$ cat config.mk
export PLATFORM = sky130hd
export DESIGN_NAME = pipeline_hazard_ctrl
export DESIGN_NICKNAME = d
export VERILOG_FILES = /design/src/rtl/pipe_ctrl_pkg.sv /design/src/rtl/sat_counter.sv /design/src/rtl/pipeline_hazard_ctrl.sv
export SDC_FILE = /design/constraint.sdc
export NUM_CORES = 1
export LEC_CHECK = 0
export ABC_AREA = 1
export CELL_PAD_IN_SITES_DETAIL_PLACEMENT = 0
export CELL_PAD_IN_SITES_GLOBAL_PLACEMENT = 2
export CORE_MARGIN = 2
export CORE_UTILIZATION = 31
export DETAILED_ROUTE_END_ITERATION = 10
export PLACE_DENSITY_LB_ADDON = 0.1
export SYNTH_ARGS = -nofsm -noshare
export SYNTH_HDL_FRONTEND = slang
export SYNTH_HIERARCHICAL = 1
export SYNTH_SLANG_ARGS = --single-unit
$ cat constraint.sdc
create_clock -name clk -period 3.88 [get_ports clk]
set_input_delay 0.388 -clock clk [delete_from_list [all_inputs] [get_ports clk]]
set_output_delay 0.388 -clock clk [all_outputs]
set_load 0.02 [all_outputs]
$ cat src/rtl/pipe_ctrl_pkg.sv
// Shared definitions for the pipeline hazard controller: state encoding and
// register-index constants.
package pipe_ctrl_pkg;

  localparam int REG_IDX_W = 5;
  localparam logic [REG_IDX_W-1:0] REG_X0 = '0;

  typedef enum logic [1:0] {
    RUN      = 2'd0,
    MEM_WAIT = 2'd1,
    MD_WAIT  = 2'd2
  } state_t;

endpackage

$ cat src/rtl/sat_counter.sv
// Saturating up-counter with synchronous clear; holds at all-ones.
module sat_counter #(
  parameter int CNT_W = 32
) (
  input  logic             clk,
  input  logic             rst_n,
  input  logic             inc,
  input  logic             clr,
  output logic [CNT_W-1:0] count
);

  localparam logic [CNT_W-1:0] ONE = {{(CNT_W-1){1'b0}}, 1'b1};

  always_ff @(posedge clk or negedge rst_n) begin
    if (!rst_n)
      count <= '0;
    else if (clr)
      count <= '0;
    else if (inc && (count != '1))
      count <= count + ONE;
  end

endmodule

$ cat src/rtl/pipeline_hazard_ctrl.sv
// Stall/flush sequencer for the 5-stage pipeline: load-use, branch flush,
// mul/div multi-cycle EX and dmem wait states, plus performance counters.
//
// state    | meaning
// RUN      | normal flow; single-cycle hazards resolved combinationally
// MEM_WAIT | whole pipe frozen until dmem_ready; ret_q holds resume state
// MD_WAIT  | front end held, EX/MEM bubbled until mul/div completes
module pipeline_hazard_ctrl
  import pipe_ctrl_pkg::*;
#(
  parameter int CNT_W       = 32,
  parameter int MEM_TIMEOUT = 255
) (
  input  logic                 clk,
  input  logic                 rst_n,
  input  logic                 id_ex_memread,
  input  logic [REG_IDX_W-1:0] id_ex_reg_rd,
  input  logic [REG_IDX_W-1:0] if_id_reg_rs1,
  input  logic [REG_IDX_W-1:0] if_id_reg_rs2,
  input  logic                 if_id_uses_rs1,
  input  logic                 if_id_uses_rs2,
  input  logic                 ex_branch_taken,
  input  logic                 ex_multicycle,
  input  logic                 muldiv_done,
  input  logic                 ex_mem_memreq,
  input  logic                 dmem_ready,
  output logic                 pc_write,
  output logic                 if_id_write,
  output logic                 if_id_flush,
  output logic                 id_ex_write,
  output logic                 id_ex_flush,
  output logic                 ex_mem_write,
  output logic                 ex_mem_flush,
  output logic                 mem_wb_write,
  output logic                 mem_wb_flush,
  output logic                 muldiv_start,
  output logic [CNT_W-1:0]     stall_cycles,
  output logic [CNT_W-1:0]     flush_events,
  output logic                 mem_timeout_err
);

  localparam logic [7:0] TIMEOUT = MEM_TIMEOUT[7:0];

  state_t     state_q, state_d, ret_q, ret_d, eff_state;
  logic [7:0] wait_q, wait_d, wait_inc;
  logic       done_seen_q, done_seen_d;
  logic       err_set, branch_ev, mem_hold, load_use;
  logic       pc_w, ifid_w, ifid_f, idex_w, idex_f, exmem_w, exmem_f, memwb_w, memwb_f, start;

  assign mem_hold = ex_mem_memreq && !dmem_ready;
  assign wait_inc = (wait_q == 8'hFF) ? wait_q : wait_q + 8'd1;
  assign load_use = id_ex_memread && (id_ex_reg_rd != REG_X0) &&
                    ((if_id_uses_rs1 && (if_id_reg_rs1 == id_ex_reg_rd)) ||
                     (if_id_uses_rs2 && (if_id_reg_rs2 == id_ex_reg_rd)));
  // On the release cycle the non-MEM stages follow the state being resumed.
  assign eff_state = (state_q == MEM_WAIT && dmem_ready) ? ret_q : state_q;

  always_comb begin
    {pc_w, ifid_w, idex_w, exmem_w, memwb_w} = 5'b11111;
    {ifid_f, idex_f, exmem_f, memwb_f, start} = 5'b00000;
    state_d     = eff_state;
    ret_d       = ret_q;
    wait_d      = wait_q;
    done_seen_d = done_seen_q;
    err_set     = 1'b0;
    branch_ev   = 1'b0;
    if (state_q == MEM_WAIT && dmem_ready)
      wait_d = '0;
    case (eff_state)
      MEM_WAIT: begin
        {pc_w, ifid_w, idex_w, exmem_w, memwb_w} = 5'b00000;
        memwb_f = 1'b1;
        wait_d  = wait_inc;
        err_set = (wait_inc == TIMEOUT);
        if (muldiv_done)
          done_seen_d = 1'b1;
      end
      RUN: begin
        if (mem_hold) begin
          {pc_w, ifid_w, idex_w, exmem_w, memwb_w} = 5'b00000;
          memwb_f = 1'b1;
          ret_d   = RUN;
          state_d = MEM_WAIT;
        end else if (ex_multicycle) begin
          {pc_w, ifid_w, idex_w} = 3'b000;
          exmem_f = 1'b1;
          start   = 1'b1;
          state_d = MD_WAIT;
        end else if (ex_branch_taken) begin
          ifid_f    = 1'b1;
          idex_f    = 1'b1;
          branch_ev = 1'b1;
        end else if (load_use) begin
          pc_w   = 1'b0;
          ifid_w = 1'b0;
          idex_f = 1'b1;
        end
      end
      MD_WAIT: begin
        if (mem_hold) begin
          {pc_w, ifid_w, idex_w, exmem_w, memwb_w} = 5'b00000;
          memwb_f = 1'b1;
          ret_d   = MD_WAIT;
          state_d = MEM_WAIT;
          if (muldiv_done)
            done_seen_d = 1'b1;
        end else if (muldiv_done || done_seen_q) begin
          state_d     = RUN;
          done_seen_d = 1'b0;
        end else begin
          {pc_w, ifid_w, idex_w} = 3'b000;
          exmem_f = 1'b1;
        end
      end
      default: state_d = RUN;
    endcase
  end

  always_ff @(posedge clk or negedge rst_n) begin
    if (!rst_n) begin
      state_q         <= RUN;
      ret_q           <= RUN;
      wait_q          <= '0;
      done_seen_q     <= 1'b0;
      mem_timeout_err <= 1'b0;
    end else begin
      state_q         <= state_d;
      ret_q           <= ret_d;
      wait_q          <= wait_d;
      done_seen_q     <= done_seen_d;
      mem_timeout_err <= mem_timeout_err | err_set;
    end
  end

  // Controls are forced low while reset is asserted, independent of the clock.
  assign pc_write     = rst_n & pc_w;
  assign if_id_write  = rst_n & ifid_w;
  assign if_id_flush  = rst_n & ifid_f;
  assign id_ex_write  = rst_n & idex_w;
  assign id_ex_flush  = rst_n & idex_f;
  assign ex_mem_write = rst_n & exmem_w;
  assign ex_mem_flush = rst_n & exmem_f;
  assign mem_wb_write = rst_n & memwb_w;
  assign mem_wb_flush = rst_n & memwb_f;
  assign muldiv_start = rst_n & start;

  sat_counter #(.CNT_W(CNT_W)) u_stall_cnt (
    .clk   (clk),
    .rst_n (rst_n),
    .inc   (!pc_w),
    .clr   (1'b0),
    .count (stall_cycles)
  );

  sat_counter #(.CNT_W(CNT_W)) u_flush_cnt (
    .clk   (clk),
    .rst_n (rst_n),
    .inc   (branch_ev),
    .clr   (1'b0),
    .count (flush_events)
  );

endmodule

### Signal wires on met3, run 1

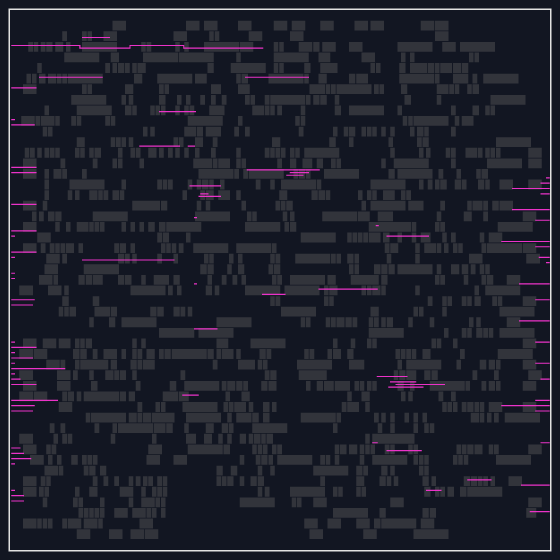
The layer holds 3.1% of the routed length. The layer carries 529 um of wire. 74 nets have wire on it. The longest straight run is 23.5 um.

### Routing congestion map, run 1

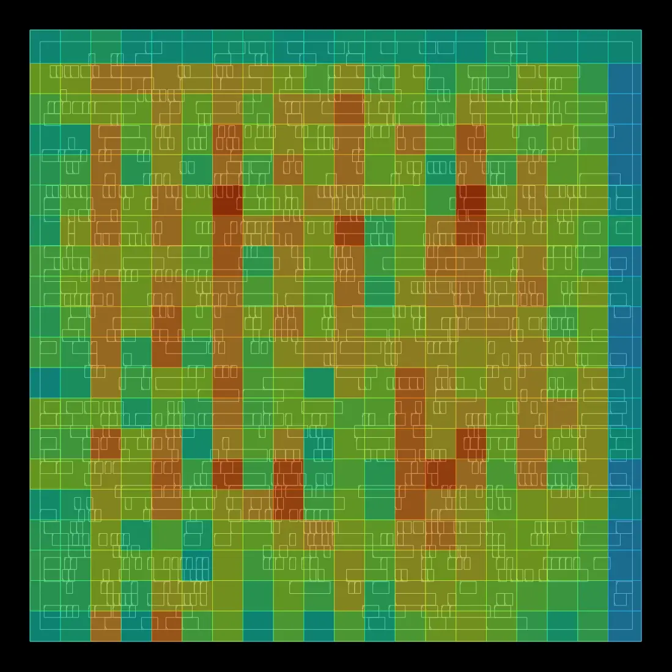
met2 usage: 0.2944
Core Util, Final: 0.3994
GR Util met1: 0.2449
routing usage on met3: 0.02383

==> run_results.csv, run 1 <==
group,metric,value,unit
power,pwr_density_cell,306.4,mW/mm^2
min_path,min_to,"mem_timeout_err",
synth,edf_count,0,
grt,grt_pass1_vias,5240,
cts,clk_pin_slew,60,ps
grt,overflow,0,
grt,grt_max_degree,52,
grt,grt_use_total,0.1774,
final_timing,finalCritPeriodShare,0.7204,
setup_path,path_buffers,4,
final_timing,rsz0062_at_grt,"false",
power,pg_comb,0.000378,W
floorplan,nWellTaps,229,
cts,clock.latency.late_pin,340,ps
power,power_leader,"clock",
setup_path,crit_fanout,29,
cts,cts_resized,0,
placement,dp.cells,1202,
grt,grt_pass1_wl,27.54,mm
setup_path,cp.arrival,2410,ps
final_layout,regArea,0.001927,mm^2
cts,cts_made_buffers,9,
synth,synth.largest_area_cell,"dfrtp_1",
cts,tritoncts,"done",
setup_path,cpPeakStageDelay,650,ps
setup_path,r2r-end,"u_stall_cnt/count[29]",
setup_path,startpoint,"rst_n",
synth,synthCells,880,
run_status,status,"finished, final reports clean",
final_layout,num-nonclk-inverters,97,
final_timing,holdWs,460.3,ps
setup_path,crit_family,"buffers and inverters",
final_layout,diodes,0,
power,leakage,3.203,nW
final_layout,clkbuf_count,11,
setup_path,path_cells,"dlygate4sd3_1 > buf_4 > inv_1 > o21ai_0 > clkdlybuf4s50_1",
final_layout,fillers,1973,
### Cells by drive strength, run 1

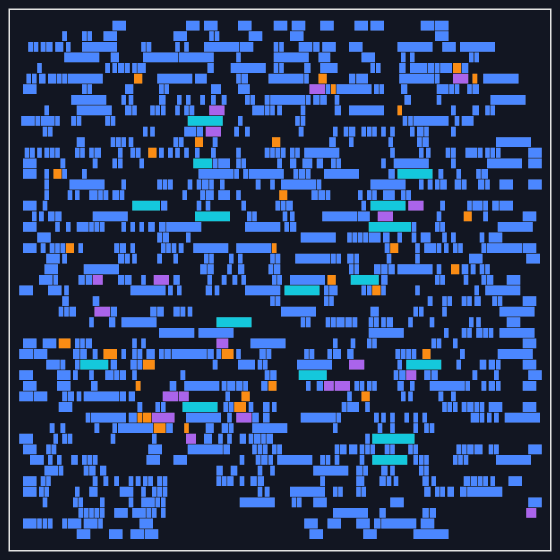
_2 cells: marked orange, cells 32, most used nor2_2. _3 and _4 cells: marked purple, cells 20. _6 and larger: marked cyan, cells 16, most used clkbuf_16. _0 and _1 cells: marked blue, cells 922, most used nand2_1.

### Gate families picked out, run 1

The bar under the picture is 50 um long.
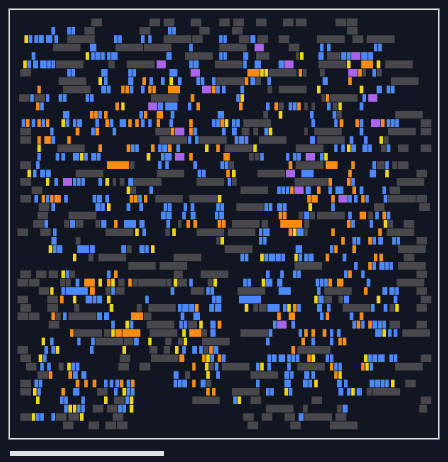
xor and xnor cells: marked purple, cells 18, most used xor2_1. inv cells: marked yellow, cells 97, most used inv_1, where widely spread. nor cells: marked orange, cells 148, most used nor2_1, where widely spread. nand cells: marked blue, cells 452, most used nand2_1, where widely spread.
Top cell excl fill/tap: nand2_1
Final Non-Filler Cells: 1219

### Routed clock nets over the placement, run 1

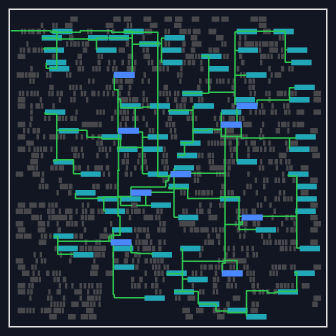

==> run 2: changes to the inputs <==
CORE_UTILIZATION = 26   (was 31)
clock period = 2.38 ns   (was 3.88 ns; I/O delays follow)
### Routed clock nets over the placement, run 2

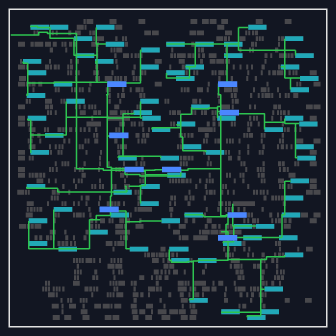
flip-flops: marked cyan, count 77. clock wires: marked green, length 1470 um. clock drivers: marked blue, count 9.
There are 10 routed clock nets. Position of the flops: widely spread.
worst-case clock skew: 10.44 ps
Clock power frac: 0.442
Insertion Delay late pin: 340 ps

==> run 2 against run 1 <==
Compared with the run above:
- sequential share of layout area down 0.78 points
- final area up 3.1%
- first-iteration DRC count down 29%
- critical endpoint is now mem_wb_flush
==> run_results.csv, run 2 <==
group,metric,value,unit
setup_path,path_buffers,3,
cts,cts_made_buffers,9,
placement,dp.cells,1264,
grt,grt_use_total,0.1660,
final_layout,regArea,0.001928,mm^2
grt,grt_pass1_wl,29.50,mm
cts,tritoncts,"done",
final_layout,layout.nets,1029,
final_layout,design_area,0.007370,mm^2
synth,synthCells,880,
final_timing,finalCritPeriodShare,0.9673,
run_status,status,"finished, final reports clean",
min_path,min_to,"mem_timeout_err",
power,power_leader,"clock",
floorplan,coreArea,0.02109,mm^2
power,power_frac_comb,0.180,
power,leakage,3.364,nW
synth,syn_area,0.005620,mm^2
setup_path,path_depth,6,
synth,ys_area,0.005620,mm^2
placement,dp_hpwl,13.60,mm
cts,cts.hold.buffers_added,1,
final_layout,seq_cell_count,77,
cts,cts_resized,6,
setup_path,cp.arrival,2060,ps
setup_path,r2r-end,"u_stall_cnt/count[18]",
final_layout,num-nonclk-inverters,97,
final_timing,rsz0062_at_grt,"false",
setup_path,r2r_setup_slack,330,ps
floorplan,nWellTaps,275,
setup_path,rr_worst_depth,11,
setup_path,path_cells,"clkdlybuf4s50_1 > nor2_2 > buf_4 > nand2_1 > a21oi_1 > clkdlybuf4s50_1",
final_layout,diodes,0,
power,pg_comb,0.000680,W
final_timing,holdWs,466.1,ps
grt,grt_pass1_vias,5531,
cts,clk_pin_slew,70,ps
job,maxCapViolCount,0,
final_layout,area_delta_synth_final,31.12,%
setup_path,startpoint,"dmem_ready",
setup_path,crit_family,"buffers and inverters",
grt,grt_max_degree,45,
grt,overflow,0,
final_layout,clkbuf_count,10,
final_layout,layout_top_cell_excl_fill_tap,"nand2_1",
final_layout,fin_util,0.3495,
final_layout,stdcell_count,1280,
cts,post-cts-setup-buffers,0,
setup_path,cpPeakStageDelay,620,ps
final_timing,fin_crit,2302,ps
grt,gr-usage-met1,0.2273,
synth,edf_count,0,
final_layout,seq_share,0.2616,
final_layout,fillers,2307,
power,pwr_density_cell,512.2,mW/mm^2
setup_path,crit_fanout,5,
### Signal wires on met3, run 2

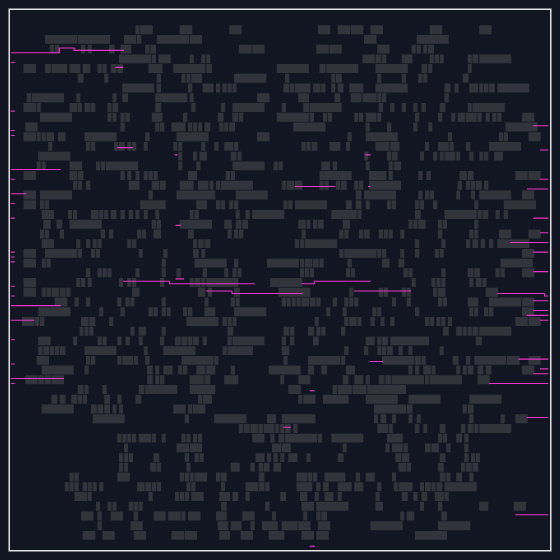
The layer carries 338 um of wire. The longest straight run is 23.7 um. The layer holds 1.9% of the routed length. The wires run mostly horizontal. 48 nets have wire on it.
detailed-route via count: 5660
routing usage on met3: 0.01958

No activity file was given, so power comes from the tool's default toggle rates.
